**src/rtl/keypad_scanner.sv**
```systemverilog
// keypad_scanner: row-scanned 4x4 key matrix reader.
// Drives one row low per dwell period, samples the active-low columns at the
// end of each dwell, folds four row samples into one frame result, debounces
// over whole frames, and reports a single accepted key with press/release
// pulses.
module keypad_scanner #(
    parameter int SCAN_DIV       = 100000,
    parameter int DEBOUNCE_SCANS = 4
) (
    input  logic       clk,
    input  logic       rst_n,
    input  logic [3:0] col_in,
    output logic [3:0] row_out,
    output logic [3:0] key_code,
    output logic       key_held,
    output logic       key_valid,
    output logic       key_release
);

    localparam int CW = (SCAN_DIV > 1) ? $clog2(SCAN_DIV) : 1;
    localparam logic [CW-1:0] DWELL_LAST = CW'(SCAN_DIV - 1);
    localparam logic [3:0]    STAB_MAX   = 4'(DEBOUNCE_SCANS);

    // A frame result or stable result: vld=0 means "no key".
    typedef struct packed {
        logic       vld;
        logic [3:0] code;
    } key_t;

    localparam key_t KEY_NONE = '{vld: 1'b0, code: 4'd0};

    typedef enum logic {
        ST_IDLE,
        ST_PRESSED
    } state_t;

    // ------------------------------------------------------------------
    // State
    // ------------------------------------------------------------------
    logic [3:0]    sync1_q, sync1_d;
    logic [3:0]    sync2_q, sync2_d;
    logic [CW-1:0] cnt_q, cnt_d;
    logic [1:0]    row_q, row_d;
    logic [3:0]    row_out_q, row_out_d;
    key_t          cand_q, cand_d;
    logic          multi_q, multi_d;
    key_t          last_q, last_d;
    logic [3:0]    stab_q, stab_d;
    key_t          stable_q, stable_d;

    state_t        state_q;
    logic [3:0]    key_code_q;
    logic          key_held_q;
    logic          key_valid_q;
    logic          key_release_q;

    // ------------------------------------------------------------------
    // Combinational helpers
    // ------------------------------------------------------------------
    logic       tick;
    logic       frame_end;
    logic [3:0] col_low;
    logic [2:0] n_low;
    logic [1:0] col_idx;
    key_t       cand_n;
    logic       multi_n;
    key_t       frame_res;

    // Two-flop synchronizer for the asynchronous column inputs.
    always_comb begin
        sync1_d = col_in;
        sync2_d = sync1_q;
    end

    // Dwell counter and row sequencing; the row changes on the dwell tick.
    always_comb begin
        tick      = (cnt_q == DWELL_LAST);
        frame_end = tick && (row_q == 2'd3);
        cnt_d     = tick ? '0 : cnt_q + CW'(1);
        row_d     = tick ? row_q + 2'd1 : row_q;
        row_out_d = tick ? ~(4'b0001 << row_d) : row_out_q;
    end

    // Decode the synchronized columns of the row being dwelt on.
    always_comb begin
        col_low = ~sync2_q;
        n_low   = 3'($countones(col_low));
        col_idx = 2'd0;
        for (int i = 0; i < 4; i++) begin
            if (col_low[i]) col_idx = 2'(i);
        end
    end

    // Fold each row sample into the frame accumulator; close the frame on
    // the row-3 tick. Two keys anywhere in a frame reject the whole frame,
    // which also rejects ghost patterns.
    always_comb begin
        cand_n    = cand_q;
        multi_n   = multi_q;
        frame_res = KEY_NONE;
        cand_d    = cand_q;
        multi_d   = multi_q;
        if (tick) begin
            if (n_low > 3'd1) begin
                multi_n = 1'b1;
            end else if (n_low == 3'd1) begin
                if (cand_q.vld) begin
                    multi_n = 1'b1;
                end else begin
                    cand_n = '{vld: 1'b1, code: {row_q, col_idx}};
                end
            end
            if (frame_end) begin
                frame_res = multi_n ? KEY_NONE : cand_n;
                cand_d    = KEY_NONE;
                multi_d   = 1'b0;
            end else begin
                cand_d    = cand_n;
                multi_d   = multi_n;
            end
        end
    end

    // Frame-level debounce: a result becomes stable once it has been seen
    // in STAB_MAX consecutive frames.
    always_comb begin
        last_d   = last_q;
        stab_d   = stab_q;
        stable_d = stable_q;
        if (frame_end) begin
            if (frame_res == last_q) begin
                stab_d = (stab_q >= STAB_MAX) ? STAB_MAX : stab_q + 4'd1;
            end else begin
                stab_d = 4'd1;
                last_d = frame_res;
            end
            if (stab_d == STAB_MAX) stable_d = frame_res;
        end
    end

    // Scan, accumulation and debounce registers.
    always_ff @(posedge clk) begin
        if (!rst_n) begin
            sync1_q   <= 4'b1111;
            sync2_q   <= 4'b1111;
            cnt_q     <= '0;
            row_q     <= 2'd0;
            row_out_q <= 4'b1110;
            cand_q    <= KEY_NONE;
            multi_q   <= 1'b0;
            last_q    <= KEY_NONE;
            stab_q    <= 4'd0;
            stable_q  <= KEY_NONE;
        end else begin
            sync1_q   <= sync1_d;
            sync2_q   <= sync2_d;
            cnt_q     <= cnt_d;
            row_q     <= row_d;
            row_out_q <= row_out_d;
            cand_q    <= cand_d;
            multi_q   <= multi_d;
            last_q    <= last_d;
            stab_q    <= stab_d;
            stable_q  <= stable_d;
        end
    end

    // Press/release FSM reacting to the stable result one cycle after it
    // changes; pulses are cleared every cycle so they last exactly one clk.
    always_ff @(posedge clk) begin
        if (!rst_n) begin
            state_q       <= ST_IDLE;
            key_code_q    <= 4'd0;
            key_held_q    <= 1'b0;
            key_valid_q   <= 1'b0;
            key_release_q <= 1'b0;
        end else begin
            key_valid_q   <= 1'b0;
            key_release_q <= 1'b0;
            case (state_q)
                ST_IDLE: begin
                    if (stable_q.vld) begin
                        key_code_q  <= stable_q.code;
                        key_valid_q <= 1'b1;
                        key_held_q  <= 1'b1;
                        state_q     <= ST_PRESSED;
                    end
                end
                ST_PRESSED: begin
                    if (!stable_q.vld) begin
                        key_release_q <= 1'b1;
                        key_held_q    <= 1'b0;
                        state_q       <= ST_IDLE;
                    end else if (stable_q.code != key_code_q) begin
                        key_release_q <= 1'b1;
                        key_valid_q   <= 1'b1;
                        key_code_q    <= stable_q.code;
                    end
                end
                default: state_q <= ST_IDLE;
            endcase
        end
    end

    assign row_out     = row_out_q;
    assign key_code    = key_code_q;
    assign key_held    = key_held_q;
    assign key_valid   = key_valid_q;
    assign key_release = key_release_q;

endmodule
```
**config.mk**
```make
export PLATFORM = sky130hd
export DESIGN_NAME = keypad_scanner
export DESIGN_NICKNAME = d
export VERILOG_FILES = /design/src/rtl/keypad_scanner.sv
export SDC_FILE = /design/constraint.sdc
export NUM_CORES = 1
export LEC_CHECK = 0
export CORE_ASPECT_RATIO = 1.4
export CORE_MARGIN = 2
export CORE_UTILIZATION = 40
export DETAILED_ROUTE_END_ITERATION = 12
export SETUP_SLACK_MARGIN = 0.02
export SYNTH_ARGS = -nofsm -noshare
export SYNTH_HDL_FRONTEND = slang
export SYNTH_SLANG_ARGS = --single-unit
export TNS_END_PERCENT = 20
```
**constraint.sdc**
```tcl
create_clock -name clk -period 3.55 [get_ports clk]
set_input_delay 0.71 -clock clk [delete_from_list [all_inputs] [get_ports clk]]
set_output_delay 0.71 -clock clk [all_outputs]
set_load 0.005 [all_outputs]
```
==> images/ff_map.png <==
Other sequential cells in the stronger gray, the rest of the logic in the fainter gray.
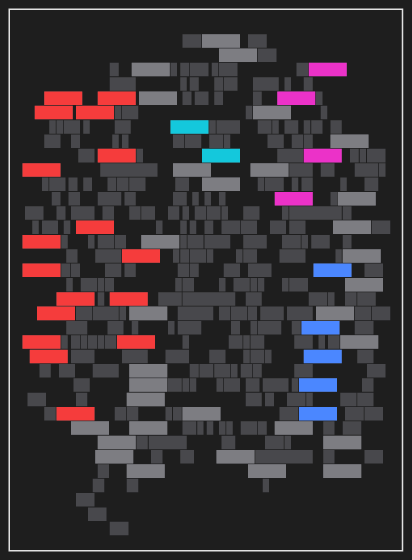
`cnt_q`: in red, sequential cells 17. `row_q`: in cyan, sequential cells 2. `stab_q`: in magenta, sequential cells 4, where north-east. `stable_q`: in blue, sequential cells 5.
Another 31 sequential cells are not colored.
final core occ: 48.9%
FF+latch area: 1180 um^2
Seq power: 674 uW
Seq/total area: 36.3%

==> images/class_map.png <==
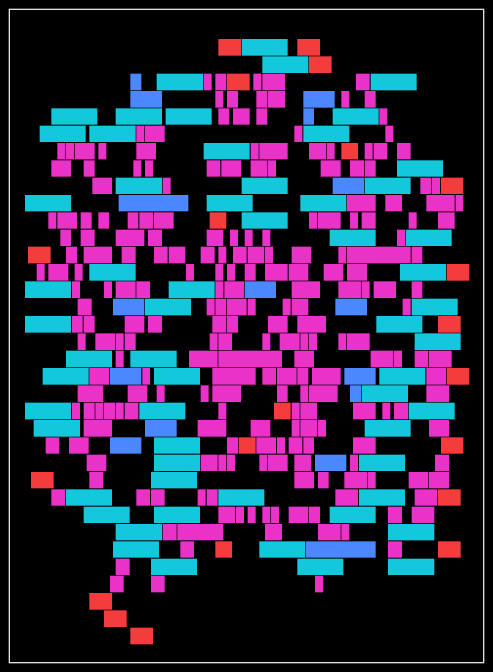
registers: in cyan, cells 59, share of their area 38%. clock drivers and dummy loads: in blue, cells 16, share of their area 7.2%. remaining buffers and delay cells: in red, cells 21, share of their area 6.3%. remaining logic cells: in magenta, cells 231, share of their area 49%.
fin area: 3260 um^2
# rows: 35
core area: 6660 um^2

==> summary.txt <==
Int Power = 1140 uW
Register share after synthesis = 42.7%
Fin nets = 336
Met3 Use GR = 5.13%
Vias in the first global route = 2124
Syn_area_per_cell = 9.16 um^2
GRT met2 Usage = 29.4%
Critical Path End Type = flop
Max-capacitance violation count = 0
Complex Gates by Area = 11.3%
Met3 Wirelength = 154 um
Vias = 2111
Total CTS buffers = 9
Slew Viols, Final = 0
Post-CTS Hold Fix Bufs = 0
DRC = 0
Drt via density = 5.04
Ys Warns = 0
Largest Register = cnt_q
Post-DR wirelength/cell = 12.6 um
PortBufs = 16
Met1 WL = 2.16 mm
Max FFs per register = 17
Pwr per Cell Area = 444 nW/um^2
Switching share of power = 21.2%
GRT Overall Usage = 16.3%
GRT busiest layer = met2
Detailed placement HPWL = 3.93 mm
Critical-path maximum fanout = 5
Proportion of layout cells with a drive suffix above 1 = 10.7%
Critical path launch point type = flop
Status = finished, final reports clean
Adder share = 3.89%
Reg2reg start = sync2_q[3]
Global placement routability congestion = 0.853
Pre-Repair DR Iteration Count = 4
DRT antenna net count = 0
H-tree Lvls = 3
FMAX = 302 MHz
Hold Crit Class = flop to flop
Ys cells = 302
Yosys synthesis chip area = 2770 um^2
Fin. Hold Viols = 0
CP bufs+invs = 3
Arrival @ worst endpoint = 3.57 ns
Dominant Register Cell = dfxtp_1
Combinational Power Share = 6.3%
Critical Path RT = 3.81 ns
Initial core utilization = 41.6%
Synth Instances = 302
Hold path start = sync1_q[2]
Post-Synth Simple-Gate Area = 26.4%
Die ar. = 7610 um^2
R2R Path End = stable_q[1]
Finish-stage setup viols = 0
Antenna violations before repair = 0
Crit-path max cell delay = 0.44 ns
Met1 Use GR = 16.5%
Sw Pwr = 306 uW
Post-Route Setup TNS = 0 ns
Cell family with most CP delay = adder cells
Overflow after GRT = 0
Setup ws final = 0.243 ns
Met2 routed WL = 2.83 mm
Reg2Reg Depth = 13
Main logic family = simple AND/OR/NAND/NOR gates
CTS clk-pin slew, worst paths = 0.06 ns
Final worst path period need = 3.31 ns
Lkg Pwr = 0.00125 uW
RSZ-0062 raised after global routing = no
Antenna Cells = 0
Crit-path slowest cell = fa_1
Worst VDD drop = 0.242 mV
CTS tree = built
Worst Skew = 0.00779 ns
Highest routed layer = met4
Synthesized registers = 59
Mapped Area = 2770 um^2
DR iter-0 viols = 66
Critical path type = flop to flop
Post-synth cell types = 52
Die Y = 102 um
Pre-CTS setup slack = 0.0938 ns
Share of power burned in registers = 46.6%
Xor/xnor share = 7.91%
Tally of OpenROAD warnings = 27
Synthesized Nets = 316
Mux frac, synth = 4.70%
Flip-flops with a built-in enable = 0
Die Width = 74.3 um
Hold path endpoint = sync2_q[2]
Boundary Pins = 17
Tcrit/Tclk final = 93.2%
Pin count of the biggest net entering global routing = 27
Area delta synth->final = 17.7%
Clock tree buffer depth = 2
First-pass GRT wire length = 9.36 mm
Hold Path Depth = 1
Root Buffer = clkbuf_8
Worst slew margin = 65.2%
Least-Margin Pin Slew = 0.517 ns
Crit-path cells = fa_1 -> inv_1 -> ha_1 -> inv_1 -> ha_1 -> nand4bb_4 -> or2_4 -> o31a_1 -> a211oi_2 -> a31oi_2 -> a2111oi_4 -> buf_4 -> mux2i_1
Final WL = 5.30 mm
R2R Setup Slk = 0.24 ns
Post-synth ARST share = 0%
==> images/clock_nets.png <==
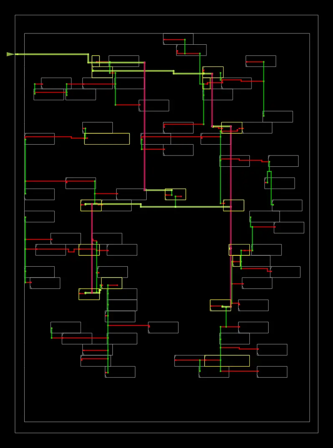
clock sink total: 59
Clock net power: 681 uW

==> images/clock_wires.png <==
The bar under the picture is 20 um long.
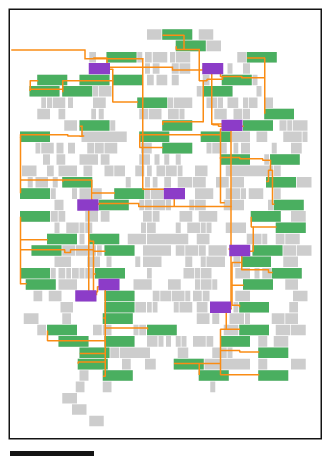
clock wires: in orange, length 739 um. flip-flops: in green, count 59. clock-net drivers: in purple, count 9.
There are 10 routed clock nets.
Clk pwr share: 47.1%
clk_lat worst skew: 0.34 ns

[metrics by stage]
step,power (uW),hold WS (ns),util (%),instances,instance area [um^2]
after floorplan,751,0.386,-,302,2770
after global placement,776,0.397,45.2,402,3010
after detailed placement,776,0.402,45.2,402,3010
after CTS,1460,0.418,48.6,418,3230
after global routing,1500,0.430,48.9,419,3260
final,1450,0.413,48.9,419,3260
[placed cells by master (no fill, tap or decap), types with 2 or more instances in the layout]
cell | Yosys | layout
nand4_1 | 3 | 3
dfxtp_1 | 59 | 59
xnor2_1 | 11 | 11
and4_1 | 2 | 2
clkinv_2 | 0 | 3
mux2i_1 | 13 | 13
bufinv_16 | 0 | 2
a21boi_0 | 6 | 6
o21ai_0 | 10 | 10
nor2b_1 | 5 | 5
nand2_1 | 43 | 43
clkbuf_8 | 0 | 11
a21o_1 | 2 | 2
nor3_1 | 2 | 2
xor2_1 | 14 | 14
or3_1 | 2 | 2
inv_1 | 6 | 6
buf_4 | 1 | 5
ha_1 | 7 | 7
nor4_1 | 2 | 2
o2111ai_1 | 2 | 2
clkdlybuf4s50_1 | 0 | 16
nand3_1 | 13 | 13
a21oi_1 | 5 | 5
nand2b_1 | 9 | 9
a31oi_1 | 3 | 3
nor2_1 | 29 | 29
and3_1 | 7 | 7
nand3b_1 | 4 | 4
a211oi_2 | 1 | 2
and2_1 | 5 | 5
nor4_2 | 2 | 2
a311oi_1 | 2 | 2
[final cells by class]
class                      count  area (um^2)
fill                         664         3400
multi-input combinational    225         1510
sequential                    59         1180
timing repair buffer          21          198
clock buffer                  11          151
tap                           92          115
clock inverter                 5         75.1
inverter                       6         22.5
[cells in the mapped netlist (3+ instances only)]
master	count	area [um^2]
and2_1	5	31.3
nand2b_1	9	56.3
nand3b_1	4	30.0
buf_2	3	15.0
nor2b_1	5	31.3
dfxtp_1	59	1180
a21oi_1	5	25.0
nand3_1	13	65.1
a31oi_1	3	18.8
o21ai_0	10	50.1
ha_1	7	87.6
nor2_1	29	109
a21boi_0	6	45.0
inv_1	6	22.5
nand4_1	3	18.8
xnor2_1	11	96.3
xor2_1	14	123
mux2i_1	13	130
nand2_1	43	161
and3_1	7	43.8
clkbuf_1	6	22.5
[what timing repair did]
item,CTS,global route
setup endpoints to repair,0,5
resized,0,3
setup buffers,0,1
[how the worst max path moves through the flow]
| stage | from | endpoint | slack, ns | cells past startpoint |
|---|---|---|---|---|
| CTS | sync2_q[3] | stable_q[1] | 0.07 | 12 |
| finish | sync2_q[3] | stable_q[1] | 0.24 | 13 |
| global route | sync2_q[3] | stable_q[0] | 0.02 | 13 |
| floorplan | sync2_q[0] | stable_q[0] | 0.39 | 12 |
| detailed placement | sync2_q[3] | stable_q[1] | 0.09 | 12 |
| global placement | sync2_q[3] | stable_q[0] | 0.23 | 12 |
[power by group through the flow]
stage	Sequential, uW	Combinational [uW]	Clock [uW]
2_1_floorplan	687	64.0	0
3_3_place_gp	688	87.9	0
3_5_place_dp	688	87.6	0
4_1_cts	673	88.4	701
5_1_grt	674	101	727
6_report	674	90.5	681
Power figures rest on the tool's default switching activity, not on a simulated workload.
